==> config.mk <==
export PLATFORM = sky130hd
export DESIGN_NAME = pc_sequencer
export DESIGN_NICKNAME = d
export VERILOG_FILES = /design/src/rtl/pc_seq_pkg.sv /design/src/rtl/sat_counter.sv /design/src/rtl/pc_sequencer.sv
export SDC_FILE = /design/constraint.sdc
export NUM_CORES = 1
export LEC_CHECK = 0
export CAP_MARGIN = 20
export CORE_MARGIN = 2
export CORE_UTILIZATION = 50
export CTS_BUF_LIST = sky130_fd_sc_hd__clkbuf_8
export DETAILED_ROUTE_END_ITERATION = 16
export DONT_BUFFER_PORTS = 1
export PLACE_DENSITY = 0.77
export SYNTH_ARGS = -nofsm -noshare
export SYNTH_HDL_FRONTEND = slang
export SYNTH_HIERARCHICAL = 1
export SYNTH_SLANG_ARGS = --single-unit
==> constraint.sdc <==
create_clock -name clk -period 3 [get_ports clk]
set_input_delay 0.45 -clock clk [delete_from_list [all_inputs] [get_ports clk]]
set_output_delay 0.45 -clock clk [all_outputs]
set_load 0.005 [all_outputs]
==> src/rtl/pc_seq_pkg.sv <==
// pc_seq_pkg: shared types, defaults and helpers for the program-counter sequencer.
//   pc_seq_state_e : sequencer FSM states (idle, running, halted)
//   PC_STEP_DEF    : default pc increment in bytes
//   HALT_PC_DEF    : default halt address (end of the 3x3 matrix-multiply program)
//   align_word()   : clears the byte-offset bits of an address
package pc_seq_pkg;

  typedef enum logic [1:0] {
    StIdle   = 2'd0,
    StRun    = 2'd1,
    StHalted = 2'd2
  } pc_seq_state_e;

  localparam int unsigned PC_STEP_DEF = 4;
  localparam int unsigned HALT_PC_DEF = 356;

  // Operates on a 64-bit container so any pc width up to 64 can share it.
  function automatic logic [63:0] align_word(input logic [63:0] addr);
    return {addr[63:2], 2'b00};
  endfunction

endpackage

==> src/rtl/sat_counter.sv <==
// sat_counter: up-counter that sticks at all-ones.
//   clk : clock, rising edge
//   rst : synchronous active-high reset, clears the count
//   inc : count up by one this edge (ignored once saturated)
//   clr : synchronous clear, same effect as rst
//   q   : current count
module sat_counter #(
  parameter int unsigned CNT_WIDTH = 16
) (
  input  logic                 clk,
  input  logic                 rst,
  input  logic                 inc,
  input  logic                 clr,
  output logic [CNT_WIDTH-1:0] q
);

  logic [CNT_WIDTH-1:0] cnt_q;

  always_ff @(posedge clk) begin
    if (rst || clr) begin
      cnt_q <= '0;
    end else if (inc && (cnt_q != '1)) begin
      cnt_q <= cnt_q + CNT_WIDTH'(1);
    end
  end

  assign q = cnt_q;

endmodule

==> src/rtl/pc_sequencer.sv <==
// pc_sequencer: program-counter source for the single-cycle MIPS core.
// Sequences fetch addresses from RESET_PC in PC_STEP increments, honours stalls and
// branch/jump redirects, and stops once HALT_PC has been presented.
//   clk             : clock, rising edge
//   rst             : synchronous active-high reset
//   start           : pulse; idle -> run, or halted -> idle (restart)
//   stall           : hold pc this edge
//   redirect_valid  : load the word-aligned redirect_target instead of incrementing
//   redirect_target : branch/jump destination
//   pc              : current fetch address
//   pc_valid        : pc is a live fetch address
//   halted          : program reached HALT_PC
//   misalign        : sticky, a taken redirect target had nonzero bits[1:0]
//   cycle_count     : saturating count of run edges
//   step_req        : only with PC_SEQ_SINGLE_STEP_EN defined; run edges act only when high
// Build option: define PC_SEQ_SINGLE_STEP_EN to add single-step operation.
module pc_sequencer
  import pc_seq_pkg::*;
#(
  parameter int unsigned          PC_WIDTH  = 32,
  parameter logic [PC_WIDTH-1:0]  RESET_PC  = '0,
  parameter logic [PC_WIDTH-1:0]  HALT_PC   = PC_WIDTH'(HALT_PC_DEF),
  parameter logic [PC_WIDTH-1:0]  PC_STEP   = PC_WIDTH'(PC_STEP_DEF),
  parameter int unsigned          CNT_WIDTH = 16
) (
  input  logic                 clk,
  input  logic                 rst,
  input  logic                 start,
  input  logic                 stall,
  input  logic                 redirect_valid,
  input  logic [PC_WIDTH-1:0]  redirect_target,
  output logic [PC_WIDTH-1:0]  pc,
  output logic                 pc_valid,
  output logic                 halted,
  output logic                 misalign,
  output logic [CNT_WIDTH-1:0] cycle_count
`ifdef PC_SEQ_SINGLE_STEP_EN
  ,
  input  logic                 step_req
`endif
);

  pc_seq_state_e       state_q;
  logic [PC_WIDTH-1:0] pc_q;
  logic                pc_valid_q;
  logic                halted_q;
  logic                misalign_q;

  // Edges on which a running sequencer is allowed to act.
  logic advance;
`ifdef PC_SEQ_SINGLE_STEP_EN
  assign advance = step_req;
`else
  assign advance = 1'b1;
`endif

  logic [63:0]         aligned_ext;
  logic [PC_WIDTH-1:0] redirect_pc;
  assign aligned_ext = align_word(64'(redirect_target));
  assign redirect_pc = aligned_ext[PC_WIDTH-1:0];

  if (PC_WIDTH < 64) begin : g_unused_hi
    logic unused_aligned_hi;
    assign unused_aligned_hi = ^aligned_ext[63:PC_WIDTH];
  end

  always_ff @(posedge clk) begin
    if (rst) begin
      state_q    <= StIdle;
      pc_q       <= RESET_PC;
      pc_valid_q <= 1'b0;
      halted_q   <= 1'b0;
      misalign_q <= 1'b0;
    end else begin
      unique case (state_q)
        StIdle: begin
          if (start) begin
            state_q    <= StRun;
            pc_q       <= RESET_PC;
            pc_valid_q <= 1'b1;
          end
        end
        StRun: begin
          if (advance) begin
            // Halt check outranks stall and redirect: the halt pc is shown exactly once.
            if (pc_q == HALT_PC) begin
              state_q    <= StHalted;
              pc_valid_q <= 1'b0;
              halted_q   <= 1'b1;
            end else if (!stall) begin
              if (redirect_valid) begin
                pc_q <= redirect_pc;
                if (redirect_target[1:0] != 2'b00) begin
                  misalign_q <= 1'b1;
                end
              end else begin
                pc_q <= pc_q + PC_STEP;
              end
            end
          end
        end
        StHalted: begin
          if (start) begin
            state_q  <= StIdle;
            pc_q     <= RESET_PC;
            halted_q <= 1'b0;
          end
        end
        default: state_q <= StIdle;
      endcase
    end
  end

  logic cnt_inc;
  logic cnt_clr;
  assign cnt_inc = (state_q == StRun) && advance;
  assign cnt_clr = (state_q == StHalted) && start;

  sat_counter #(
    .CNT_WIDTH(CNT_WIDTH)
  ) u_cycle_cnt (
    .clk(clk),
    .rst(rst),
    .inc(cnt_inc),
    .clr(cnt_clr),
    .q  (cycle_count)
  );

  assign pc       = pc_q;
  assign pc_valid = pc_valid_q;
  assign halted   = halted_q;
  assign misalign = misalign_q;

endmodule

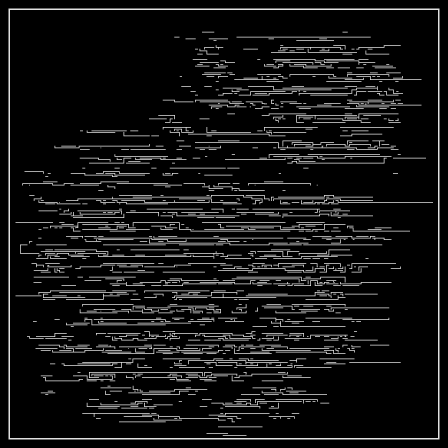
Fig. 1. The metal 1 layer (run 1).
nets with wire on the layer	407
wire length on this layer	3,920 um
met1 layer usage reported by global route: 33.2%
vias after detailed routing: 3,324
Detailed Route WL: 9380 um

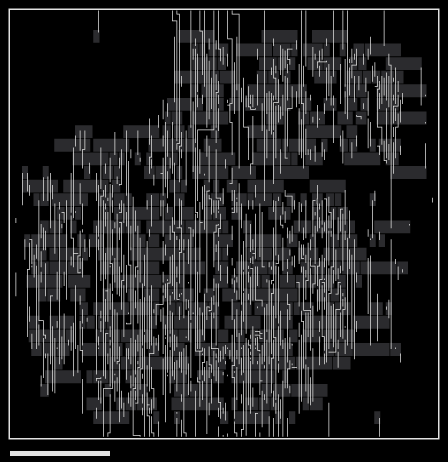
Fig. 2. The metal 2 layer (run 1).
Scale bar: 20 um.
nets with wire on the layer	373
wire length on this layer	4,260 um
main direction	vertical
share of all routed wire	45%
longest straight run	37.9 um
met2 layer usage reported by global route: 38.8%

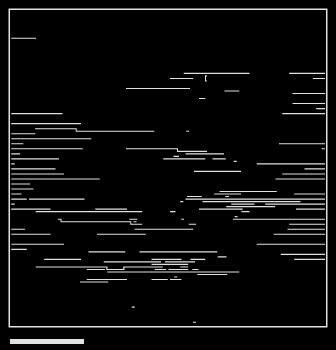
Fig. 3. M3 wires (run 1).
Scale bar: 20 um.
main direction	horizontal
share of all routed wire	11%
fraction of met3 tracks used by global routing: 8.28%

==> results.txt, run 1 <==
flow finished, numbers: status finished, final reports clean, overall die height 85.5 um, worst hold path class in2reg, number of failing setup endpoints in the final timing report 0, Initial DRT Pass Iterations 5, chip footprint approximately 0.0073 mm2, Avg Inst Size Synth between 7 and 8 um2, post-cts hold buffer count 0, proportion of synthesized area in mux cells 0%, Main area contributors dfxtp_1, a21oi_1, nand2_1, nand4_1, nor2_1, arrival time reported for the critical path endpoint between 2 and 3 ns, Commonest cells post-synth dfxtp_1, nand2_1, nor2_1, count of nets left with antenna violations after detail routing 0, source of the worst register-to-register timing path pc[2], number of enable flip-flop cells 0, pin count of the biggest net entering global routing slightly above 60, Clock H-tree levels 2, share of synthesized registers carrying an async set or reset 0%, number of I/O pins around 88, Clock net power 0.000569 W, hold violation count in the final report 0, most frequently placed logic cells in the final layout dfxtp_1, nand2_1, nor2_1, Routed wire per std cell 19.5 um, IO buf count 0, adder-cell share of the synthesized area 1.13%, warnings from Yosys 6, Internal Pwr Total approximately 0.0011 W, leakage dissipation roughly 1.1 nW, share of the synthesized area in the top cell type approximately 31%, total power divided by cell area 410 mW/mm2, mapped cell area roughly 0.0033 mm2, Clk Latency, worst-skew pair between 0.3 and 0.4 ns, Clock Sink Count ~51, Max transition margin just over 50%, basic-gate share of the synthesized area counting and, or, nand and nor cells about a third, Compound-Gate Fraction of Synth Area around 25%, WHS just under 0.2 ns, worst reg2reg path endpoint pc[20], share of total power consumed by net switching 24.0%, Vias/cell roughly 7, antenna cell count 0, Setup Crit Path Kind reg2reg, Fmax achieved roughly 400 MHz, post-synth area from yosys stat 0.00332 mm2, post-synthesis cell type with the largest instance count dfxtp_1, clock power share approximately two fifths, Worst Path Max Fanout 7, combinational group power approximately 0.00011 W, top power group registers, ys cells around 420, RSZ-0062 raised after global routing false, post-CTS repair timing setup buffer count 0, Worst Setup Start Kind flip-flop, # rows 29, Most Crowded Layer GR met2, number of antenna violations at the first check in global routing 0, cell accounting for the most synthesized area dfxtp_1, register share after synthesis around 31%, estimated wirelength of the detail-placed design roughly 6700 um, via count of the first global-routing pass ~3,000, Worst Hold Path EP pc[3], area fraction in xor and xnor cells approximately 2.1%, OpenROAD warning count 27, clock tree skew after final layout roughly 0.012 ns, measured slew at the worst slew-check pin around 0.73 ns, number of gates resized after cts 0, number of CTS-inserted buffers 5, width of the die 85.5 um, share of cells above drive strength 1 approximately 6.5%, Final Max Tran Viols 0, switching power 0.000337 W, hold path startpoint rst, sequential cell fraction of total power 51.3%, Hold Path Depth 1, Most common reg cell dfxtp_1, number of nets in the layout 442, Max Root-Sink Buffers 2, count of max-cap constraint violations 0, global-route wire length before repair 14,900 um, top comb family, area simple AND/OR/NAND/NOR gates, Post-Route Setup TNS 0 ns, most common cell after layout, fill and taps aside dfxtp_1, total sequential power between 0.0007 and 0.0008 W, Worst R2R Path Depth 5, Logic pwr share a little over 8%, CTS tree built, Core ar. between 0.006 and 0.007 mm2, critical path endpoint category flip-flop, final period demand of the worst path about 2.4 ns, fin crit share roughly four fifths, number of distinct library cells after synthesis approximately 66, global route total overflow 0, synth-to-layout area growth 3.13%, flip-flop and latch count after synthesis about 51, CTS clk-pin slew, worst paths about 0.10 ns, Core Density at Floorplan 52.0%, overall routing resource usage around 25%, DRC violations left 0, FF-to-FF setup slack ~0.55 ns, maximum vdd ir drop a little over 0.2 mV, GP Congestion 0.921, CP Data Required Time roughly 3.2 ns, Initial DRC Count approximately 400, clock root cell clkbuf_8, Cells after Synth around 420
[run 1: flip-flops by register name, indices dropped and copies added, names as in the netlist]
| signal | cells |
|---|---|
| halted | 1 |
| misalign | 1 |
| pc | 30 |
| pc_valid | 1 |
| state_q | 2 |
| u_cycle_cnt/q | 16 |
[run 1: layer usage]
layer,vias up,wire (um)
li1,1575,-
met1,1561,3920
met2,170,4260
met3,18,1020
met4,0,180
met5,-,0
[run 1: metrics by stage]
step / total power [W] / std cells / util (%) / worst slack (ns) / instance area (um2)
6_report: 0.00140 / 480 / 53.6 / 0.551 / 3420
5_1_grt: 0.00146 / 480 / 53.6 / 0.378 / 3420
4_1_cts: 0.00141 / 480 / 53.6 / 0.595 / 3420
3_5_place_dp: 0.000848 / 472 / 51.5 / 0.617 / 3290
3_3_place_gp: 0.000844 / 472 / 51.5 / 0.649 / 3290
2_1_floorplan: 0.000832 / 423 / - / 0.928 / 3320
[run 1: worst max-delay path, stage by stage (launching register included)]
cell and delay (ns):
dfxtp_1 0.47, ha_1 0.26, nand4_1 0.32, nor4_2 0.75
a21boi_0 0.20, a221o_1 0.34
[run 1: layout make-up]
type	count	area (um2)
clock buffer	5	68.8
clock inverter	3	63.8
fill	605	2960
inverter	9	33.8
multi-input combinational	329	2100
sequential	51	1020
tap	77	96.3
timing repair buffer	6	45.0
[run 1: worst max path at each step]
stage | start | to | slack (ns) | cells past startpoint
finish | pc[2] | pc[20] | 0.55 | 5
global placement | pc[3] | pc[27] | 0.65 | 8
CTS | pc[3] | pc[10] | 0.59 | 8
detailed placement | pc[3] | pc[10] | 0.62 | 8
global route | pc[2] | pc[20] | 0.38 | 5
floorplan | pc[2] | pc[26] | 0.93 | 5
Fig. 4: run 1, congestion heat map
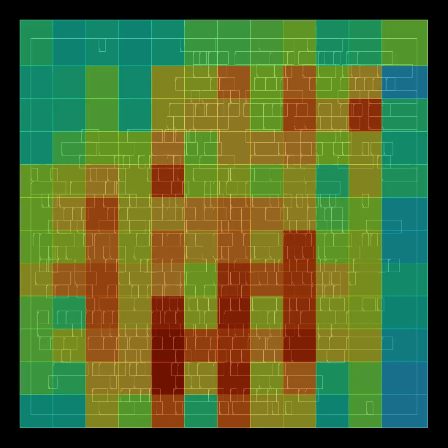

## Run 2: what changed since run 1
--- a/config.mk
+++ b/config.mk
@@ -11,7 +11,7 @@
 export CTS_BUF_LIST = sky130_fd_sc_hd__clkbuf_8
 export DETAILED_ROUTE_END_ITERATION = 16
 export DONT_BUFFER_PORTS = 1
-export PLACE_DENSITY = 0.77
+export PLACE_DENSITY = 0.8
 export SYNTH_ARGS = -nofsm -noshare
 export SYNTH_HDL_FRONTEND = slang
 export SYNTH_HIERARCHICAL = 1
==> constraint.sdc (replaced) <==
create_clock -name clk -period 1.95 [get_ports clk]
set_input_delay 0.2925 -clock clk [delete_from_list [all_inputs] [get_ports clk]]
set_output_delay 0.2925 -clock clk [all_outputs]
set_load 0.005 [all_outputs]
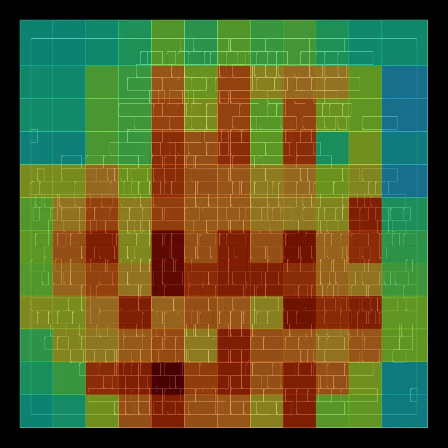
Fig. 5. Congestion heat map (run 2).
met2 layer usage reported by global route: 47.6%
met1 layer usage reported by global route: 37.6%

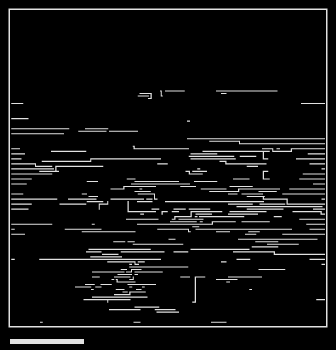
Fig. 6. M3 wires (run 2).
Scale bar: 20 um.
share of all routed wire	12%
main direction	horizontal
vias after detailed routing: 3,943
Detailed Route WL: 11,800 um

==> run 2 against run 1 <==
  * The run now ends with setup timing left
  * Core utilization is 15 points higher
  * Global-route usage is 4.3 points higher
  * Setup slack worse by 0.65 ns
  * Clock skew hardly changed
  * First-iteration DRC count is 9.5% lower
  * Sequential power is 51% higher
  * Combinational power went up to 2.8 times the previous value
  * Via count is 19% higher
==> results.txt, run 2 <==
flow finished, numbers: Worst Path Max Fanout 5 (-2), share of the synthesized area in the top cell type 30.7% (unchanged), OpenROAD warning count 29 (+7.4%), status finished, violations left, fin crit share 105% (+23 points), flip-flop and latch count after synthesis 51 (unchanged), Routed wire per std cell 21.2 um (+8.5%), post-layout util 68.1% (+15 points), number of antenna violations at the first check in global routing 0 (unchanged), clock tree skew after final layout 0.0115 ns (-0.000171 ns), Logic pwr share 14.9% (+6.8 points), Avg Inst Size Synth 7.87 um2 (unchanged), GP Congestion 0.918 (-0.40%), Setup Crit Path Kind reg2reg, global route total overflow 0 (unchanged), largest incremental delay on the critical path 0.35 ns (-0.40 ns), hold violation count in the final report 0 (unchanged), number of gates resized after cts 19 (+19), cell with the most instances on the worst path buf_4, switching power 0.000560 W (+66%), Initial DRT Pass Iterations 5 (unchanged), worst reg2reg path endpoint pc[15], Clock Sink Count 51 (unchanged), # rows 29 (unchanged), Core Density at Floorplan 52.0% (unchanged), overall die height 85.5 um (unchanged), number of distinct library cells after synthesis 66 (unchanged), number of failing setup endpoints in the final timing report 18 (+18), source of the worst register-to-register timing path pc[23], CTS clk-pin slew, worst paths 0.10 ns (about the same), clock root cell clkbuf_8, Post-Route Setup TNS -0.564 ns (-0.564 ns), Most common reg cell dfxtp_1, post-synthesis cell type with the largest instance count dfxtp_1, share of synthesized registers carrying an async set or reset 0% (unchanged), arrival time reported for the critical path endpoint 2.29 ns (-0.36 ns), WHS 0.0307 ns (-0.167 ns), worst hold path class in2reg, chip footprint 0.00731 mm2 (unchanged), total power divided by cell area 492 mW/mm2 (+20%), worst-case setup margin in the final layout -0.0958 ns (-0.647 ns), Worst R2R Path Depth 8 (+3), antenna cell count 0 (unchanged), synth-to-layout area growth 31.0%, Power Total 0.00214 W (+53%), Worst Setup Start Kind flip-flop, number of CTS-inserted buffers 5 (unchanged), CP Data Required Time 2.19 ns (-1.01 ns), Main area contributors dfxtp_1, a21oi_1, nand2_1, nand4_1, nor2_1, mapped cell area 0.00332 mm2 (unchanged), flip-flop count of the largest register, all copies and words added 30 (unchanged), number of enable flip-flop cells 0 (unchanged), cell type of the slowest stage on the worst timing path dfxtp_2, IO buf count 0 (unchanged), via count of the first global-routing pass 3,574 (+18%), share of cells above drive strength 1 32.4% (+26 points), cell accounting for the most synthesized area dfxtp_1, number of placed cells counting well taps 543 (+15%), Vias/cell 7.07 (+2.0%), failing checks setup timing, post-cts hold buffer count 0 (unchanged), Clock H-tree levels 2 (unchanged), cell breakdown of the critical path nor4_4, buf_4, nand4_1, buf_4, o21a_4, buf_12, o32ai_1, a22o_1, number of I/O pins 88 (unchanged), leakage dissipation 1.61 nW (+41%), clock power share 34.3% (-6.3 points), FF-to-FF setup slack -0.1 ns (-0.65 ns), Final Max Tran Viols 0 (unchanged), share of total power consumed by net switching 26.2% (+2.1 points), ys cells 422 (unchanged), CTS tree built
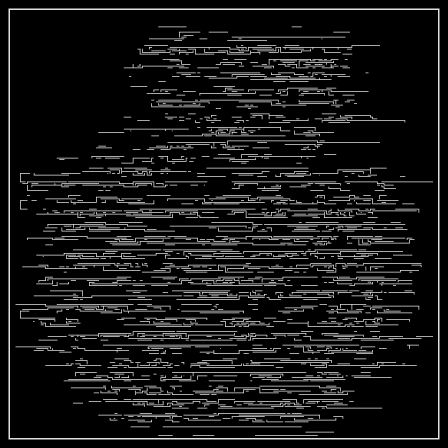
Fig. 7. The metal 1 layer (run 2).
nets with wire on the layer	482
wire length on this layer	4,540 um
longest straight run	28.1 um
main direction	horizontal

run 2: cell types whose count changed in the layout (fill, tap and decap cells not counted), sizes merged:
cell | previous run | this run
buf | 6 | 84
clkbuf | 5 | 6
inv | 9 | 8
bufinv | 2 | 1
clkinvlp | 0 | 1
run 2: kinds of logic after synthesis:
logic type	synth area share, %
DFF	30.7
and+or+nand+nor	34.4
other	0.113
buffers and inverters	6.25
xor gates and xnor gates	2.11
adders and majority gates	1.13
AOI/OAI and AO/OA	25.3
run 2: worst min-delay path by stage:
stage                     startpoint       end  cells past startpoint
after detailed placement         rst     pc[3]                      1
final                            rst     pc[3]                      1
after global routing             rst     pc[3]                      1
after global placement           rst     pc[3]                      1
after floorplan             misalign  misalign                      2
after CTS                        rst     pc[3]                      1
run 2: area by class of cell:
type / instances / area, um2
flip-flops and latches: 51 / 1050
multi-input cells: 329 / 2330
clock buffers: 5 / 68.8
clock inverters: 2 / 37.5
fillers: 472 / 2030
inverters: 9 / 33.8
repair buffers: 85 / 728
well taps: 77 / 96.3
run 2: worst reg2reg max path, stage by stage (launching register included):
cell and delay, ns:
dfxtp_2 0.35, nor4_4 0.33, buf_4 0.17, nand4_1 0.15, buf_4 0.21, o21a_4 0.24
buf_12 0.15, o32ai_1 0.20, a22o_1 0.19
run 2: power groups by stage:
stage | combinational [W] | sequential [W] | clock (W)
floorplan | 0.000168 | 0.00111 | 0
global placement | 0.000249 | 0.00111 | 0
detailed placement | 0.000256 | 0.00111 | 0
CTS | 0.000268 | 0.00109 | 0.000747
global route | 0.000338 | 0.00109 | 0.000772
finish | 0.000319 | 0.00109 | 0.000735
run 2: layer usage:
metal,part of all wire [%],routed length [um],global-route usage (%)
met5,0,0,0
met4,3.8,455,10.5
met3,12,1370,7.89
met2,46,5460,47.6
met1,38,4540,37.6
Fig. 8: run 2, the metal 2 layer
Scale bar: 20 um.
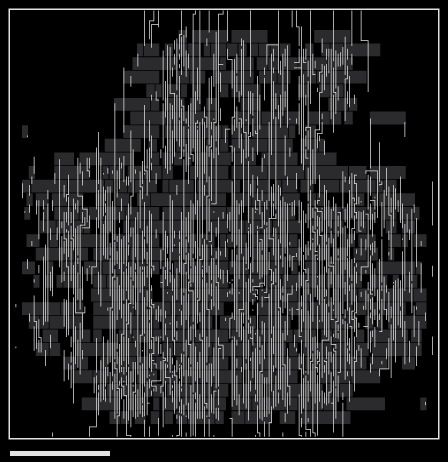

## Run 3: what changed since run 2
--- a/config.mk
+++ b/config.mk
@@ -6,12 +6,11 @@
 export NUM_CORES = 1
 export LEC_CHECK = 0
 export CAP_MARGIN = 20
-export CORE_MARGIN = 2
-export CORE_UTILIZATION = 50
+export CORE_UTILIZATION = 45
 export CTS_BUF_LIST = sky130_fd_sc_hd__clkbuf_8
 export DETAILED_ROUTE_END_ITERATION = 16
 export DONT_BUFFER_PORTS = 1
-export PLACE_DENSITY = 0.8
+export PLACE_DENSITY = 0.74
 export SYNTH_ARGS = -nofsm -noshare
 export SYNTH_HDL_FRONTEND = slang
 export SYNTH_HIERARCHICAL = 1
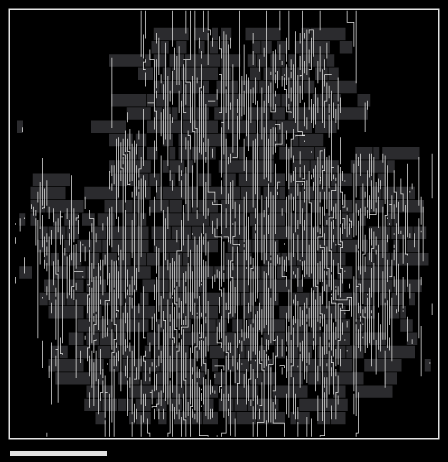
Fig. 9. The metal 2 layer (run 3).
Scale bar: 20 um.
vias after detailed routing: 3,841
met2 layer usage reported by global route: 43.6%
Detailed Route WL: 11,800 um

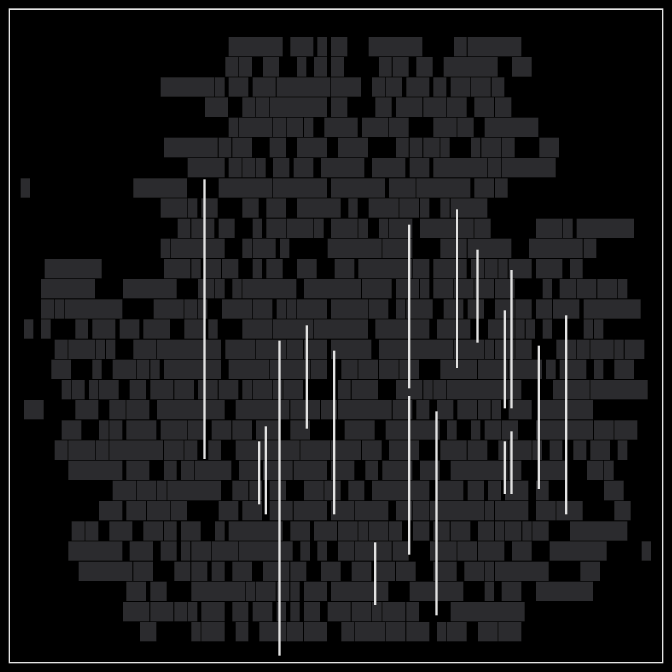
Fig. 10. Signal wires on met4 (run 3).
share of all routed wire	2.9%
main direction	vertical

==> run 3 against run 2 <==
  * Core utilization is 5.5 points lower
  * Clock skew up 0.00060 ns
  * Worst hold slack got worse by 0.012 ns
  * Total power fell by 5.2%
  * Largest cell class unchanged
  * Clock power shrank 17%
  * Global-route usage is 1.3 points lower
  * The run still ends with setup timing left
  * Synthesized cell count is the same
  * Setup slack got worse by 0.024 ns
  * Clock-buffer cell count did not move
  * Critical endpoint is now pc[8]
  * First-iteration DRC count down 10%
==> results.txt, run 3 <==
flow finished, numbers: worst-case setup slack after placement -0.211 ns, Max Root-Sink Buffers 2, Worst R2R Path Depth 8 (unchanged), share of cells above drive strength 1 31.3% (-1.1 points), Commonest cells post-synth dfxtp_1, nand2_1, nor2_1, worst hold path class in2reg, hold violation count in the final report 0 (unchanged), Gate Area 0.00237 mm2 (+1.4%), number of antenna violations at the first check in global routing 0 (unchanged), warnings from Yosys 6, FF-to-FF setup slack -0.12 ns (-0.02 ns), IO buf count 0 (unchanged), area of all placed cells without fillers ~0.0044 mm2, Routed wire per std cell 20.3 um (-4.1%), Final Max Tran Viols 0 (unchanged), DRC violations left 0, Vias/cell 6.61 (-6.4%), Post-DP Area between 0.003 and 0.004 mm2, Fmax achieved ~480 MHz, sequential cell fraction of total power between 50% and 60%, Core ar. between 0.006 and 0.007 mm2, Core Density at Floorplan 47.8% (-4.2 points), CP Data Required Time 2.16 ns (-0.03 ns), clock-cell share of area 1.87% (-0.58 points), worst reg2reg path endpoint pc[8], share of synthesized registers carrying an async set or reset 0% (unchanged), Post-Route Setup TNS -1.60 ns (-1.04 ns), via count of the first global-routing pass 3,426 (-4.1%), most frequently placed logic cells in the final layout buf_4, nand2_1, dfxtp_1, leakage dissipation 1.63 nW (+1.1%), Initial DRT Pass Iterations 5 (unchanged), CTS tree built, mapped cell area 0.00332 mm2 (unchanged), GP Congestion 0.961 (+4.7%), Cells after Synth 422, Logic pwr share 16.0% (+1.1 points), flip-flop count of the largest register, all copies and words added 30 (unchanged), antenna cell count 0 (unchanged), register share after synthesis between 30% and 40%, number of failing setup endpoints in the final timing report 26 (+8), maximum vdd ir drop between 0.3 and 0.4 mV, fraction of area in registers 23.8% (-0.37 points), post-synth area from yosys stat 0.00332 mm2, number of CTS-inserted buffers 5 (unchanged), Internal Pwr Total approximately 0.0015 W, estimated wirelength of the detail-placed design around 8000 um, share of total power consumed by net switching 28.2% (+2.1 points), Initial DRC Count 317, inserted tap cell count 96 (+25%), count of nets left with antenna violations after detail routing 0, clock tree skew after final layout 0.0121 ns (+0.000599 ns), synth-to-layout area growth 31.0% (unchanged), number of inserted filler cells in the final layout 582 (+23%), # rows 30 (+3.4%), switching power 0.000573 W (+2.3%), ys cells 422 (unchanged), Worst Path Max Fanout 7 (+2), number of nets in the layout approximately 520, multi-input gate share of total cell area 54.4% (+0.75 points), Setup Crit Path Kind reg2reg, hold path startpoint rst, post-synthesis cell type with the largest instance count dfxtp_1, clock root cell clkbuf_8, Worst Hold Path EP pc[3], total power divided by cell area 466 mW/mm2 (-5.2%), chip footprint 0.00773 mm2 (+5.7%), final period demand of the worst path roughly 2.1 ns, Hold Path Depth 1 (unchanged), WHS 0.0192 ns (-0.0115 ns), most area-hungry cell class in the final design multi-input combinational cells, MI comb cells 330 (+0.30%), Clock Sink Count 51 (unchanged), final-layout clock buffer total 5 (unchanged), number of enable flip-flop cells 0 (unchanged), Seq. cell area 0.00104 mm2 (-1.5%), number of flip-flops and latches 51 (unchanged), status finished, violations left, relative area of non-clock buffer cells in the final design 16.4% (-0.35 points), width of the die 87.9 um, Clock H-tree levels 2 (unchanged), source of the worst register-to-register timing path pc[21], post-cts hold buffer count 0 (unchanged), count of max-cap constraint violations 0, failing checks setup timing, Clk Latency, worst-skew pair 0.32 ns, overall routing resource usage between 20% and 30%, global route total overflow 0 (unchanged), overall die height 87.9 um (+2.8%), RSZ-0062 raised after global routing true, pin count of the biggest net entering global routing about 62, Worst Setup Start Kind flip-flop, count of non-CTS inverters in the layout 9 (unchanged), origin of the worst setup path pc[21], cell accounting for the most synthesized area dfxtp_1, most common cell after layout, fill and taps aside buf_4, Main area contributors dfxtp_1, a21oi_1, nand2_1, nand4_1, nor2_1, global-route wire length before repair about 17,000 um, Most common reg cell dfxtp_1, worst-case setup margin in the final layout -0.120 ns (-0.0240 ns), Avg Inst Size Synth 7.87 um2 (unchanged), share of the synthesized area in the top cell type 30.7% (unchanged), clock power share 30.2% (-4.1 points), arrival time reported for the critical path endpoint 2.28 ns (about the same), flip-flop and latch count after synthesis 51 (unchanged), critical path endpoint category flip-flop, number of distinct library cells after synthesis 66 (unchanged), fin crit share 106% (+1.2 points), buffers outside the clock class 87 (+2.4%), CTS clk-pin slew, worst paths 0.10 ns (about the same), OpenROAD warning count 29 (unchanged), number of I/O pins 88 (unchanged)
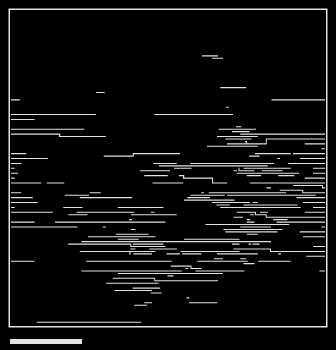
Fig. 11. M3 wires (run 3).
Scale bar: 20 um.
main direction	horizontal
wire length on this layer	1,460 um
longest straight run	52.4 um
nets with wire on the layer	113
share of all routed wire	12%
fraction of met3 tracks used by global routing: 7.16%

## run 3: cell counts after synthesis
No cell type changed its count.
## run 3: worst max-delay path, cell delays in order, from the launching register on
cell	delay (ns)
dfxtp_2	0.35
nor4_4	0.34
buf_4	0.16
nand4_1	0.21
o211ai_4	0.28
buf_6	0.17
buf_6	0.14
a21oi_2	0.04
a221o_1	0.26
## run 3: timing repair
item / 4_1_cts / 5_1_grt
pin swaps: 6 / 30
resized: 21 / 53
cloned: 1 / 2
setup buffers: 3 / 6
setup endpoints to repair: 30 / 32
## run 3: per-stage QoR
stage          power [W]  utilization [%]  cells
6_report         0.00203             62.7    581
5_1_grt          0.00209             62.7    581
4_1_cts          0.00199             58.6    574
3_5_place_dp     0.00137             55.7    562
3_3_place_gp     0.00136             55.7    562
2_1_floorplan    0.00128                -    423
## run 3: worst max path at each step
stage	to	slack, ns	depth (start not counted)
final	pc[8]	-0.12	8
after global routing	pc[8]	-0.19	9
after CTS	pc[18]	-0.02	8
after detailed placement	pc[21]	-0.21	6
after global placement	pc[21]	-0.20	6
after floorplan	pc[26]	0.04	5
## run 3: power groups by stage
stage	logic (W)	clock network, W	registers [W]
global route	0.000344	0.000649	0.00109
finish	0.000324	0.000612	0.00109
CTS	0.000277	0.000618	0.00109
global placement	0.000251	0	0.00111
detailed placement	0.000255	0	0.00111
floorplan	0.000168	0	0.00111
## run 3: per-layer routing
layer	global-route usage [%]	wire (um)	vias up
li1	-	-	1742
met1	36.9	4730	1804
met2	43.6	5290	258
met3	7.16	1460	37
met4	11.0	337	0
met5	0	0	-
## run 3: cells by family after synthesis
family          count (synthesis)  synth area share, %
xor+xnor                        8                 2.11
other cells                     1                0.113
compound gates                114                 25.3
simple gates                  202                 34.4
flops                          51                 30.7
fa+ha+maj                       3                 1.13
buf+inv                        43                 6.25
Power figures rest on the tool's default switching activity, not on a simulated workload.
